==> images/m1.png <==
Scale bar: 20 um. Supply wires on this layer in gray.
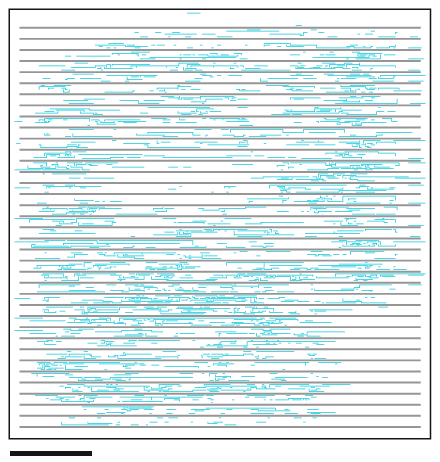
==> images/m2.png <==
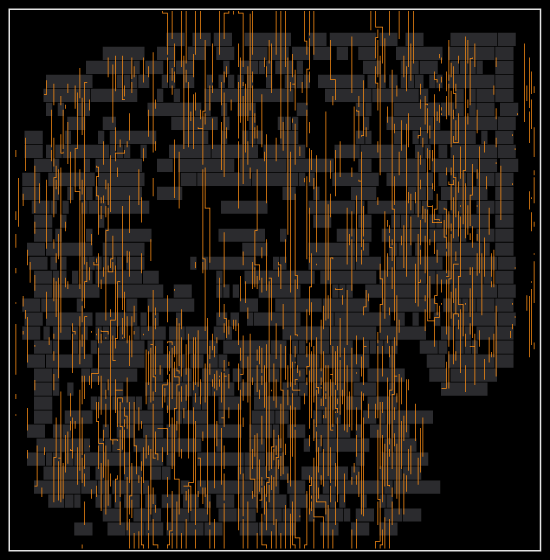
==> config.mk <==
export PLATFORM = sky130hd
export DESIGN_NAME = vec_lsu
export DESIGN_NICKNAME = d
export VERILOG_FILES = /design/src/rtl/vec_lsu_pkg.sv /design/src/rtl/vec_lsu_agu.sv /design/src/rtl/vec_lsu.sv
export SDC_FILE = /design/constraint.sdc
export NUM_CORES = 1
export LEC_CHECK = 0
export CAP_MARGIN = 20
export CORE_AREA = 2 2 101 103
export DETAILED_ROUTE_END_ITERATION = 10
export DIE_AREA = 0 0 103 105
export PLACE_DENSITY = 0.82
export SYNTH_ARGS = -nofsm -noshare
export SYNTH_HDL_FRONTEND = slang
export SYNTH_SLANG_ARGS = --single-unit
==> constraint.sdc <==
create_clock -name clk -period 3.9 [get_ports clk]
set_input_delay 0.39 -clock clk [delete_from_list [all_inputs] [get_ports clk]]
set_output_delay 0.39 -clock clk [all_outputs]
set_load 0.02 [all_outputs]
==> qor.txt <==
Status - complete, no violations
Most numerous cell in the Yosys netlist - nand2_1
Critical path depth - 3
DRC viols - 0
Diode count - 0
Power per cell area - 848.7 nW/um^2
Nonclk inv count - 7
Fa+ha+maj area frac - 0.03756
Pre-CTS setup slack - 1.424 ns
R2r setup slk - 1.64 ns
Num CTS Buffers - 9
Routing usage on met3 - 0.03010
Worst Skew - 0.01172 ns
GPL Wtd Cong - 0.8366
Post-DRT Antenna Nets - 0
Top-area cell share - 0.5358
Count of library flops with an enable pin - 0
Ys cells - 484
Highest Signal Layer - met4
WHS Path Cells - 2
CTS Sinks - 97
Ys async rst share - 1.000
Clk latency late pin - 0.36 ns
Setup TNS Final - 0 ns
Vertical die size - 105 um
Final Critical Period - 2.830 ns
Startpoint types - flip-flop
MUX share of area - 0.05358
Setup violators final - 0
Buf/Inv on CP - 1
Logic area - 1972 um^2
Hold Vio Cnt, Final - 0
Family with the most delay on the worst path - flip-flops
Power share of the clock group - 0.152
Port-buffer cells - 128
Post-synth top cells - nand2_1 (180), dfrtp_1 (97), o21ai_0 (37)
Sw power - 2.106 mW
All-Layer GR Usage - 0.2048
Crit path kind - flip-flop to output port
Ys flop type - dfrtp_1
DR pass1 iterations - 4
Internal - 3.117 mW
Max-Cap Viols - 0
Post-cts resize count - 0
Initial antenna violation count - 0
Worst Max-Slew Pin Slew - 0.9726 ns
Hpwl dp - 7.748 mm
H-tree depth - 3
Vias/cell - 5.139
Floorplan Nets - 565
Design Power - 5.223 mW
Vias in the first global route - 3,770
Nets - 683
DR WL met3 - 560 um
Worst-path maximum fanout - 11
Xor+xnor area frac - 0.01160
Clock distribution power - 0.794 mW
Flip-flops - 97
Aoi share - 0.1163
Worst hold-check path type - flip-flop to flip-flop
Boundary Pins - 129
Req. time, crit path - 3.51 ns
DR WL met2 - 5.359 mm
-- m1.png (at the start) --
nets with wire on the layer = 609
wire length on this layer = 4,740 um
longest straight run = 33.6 um
share of all routed wire = 44%
main direction = horizontal
Routed WL: 10.86 mm
routing usage on met1: 0.2667
Vias: 3,803

-- m2.png (at the start) --
wire length on this layer = 5,360 um
share of all routed wire = 49%
routing usage on met2: 0.3391

Power figures rest on the tool's default switching activity, not on a simulated workload.
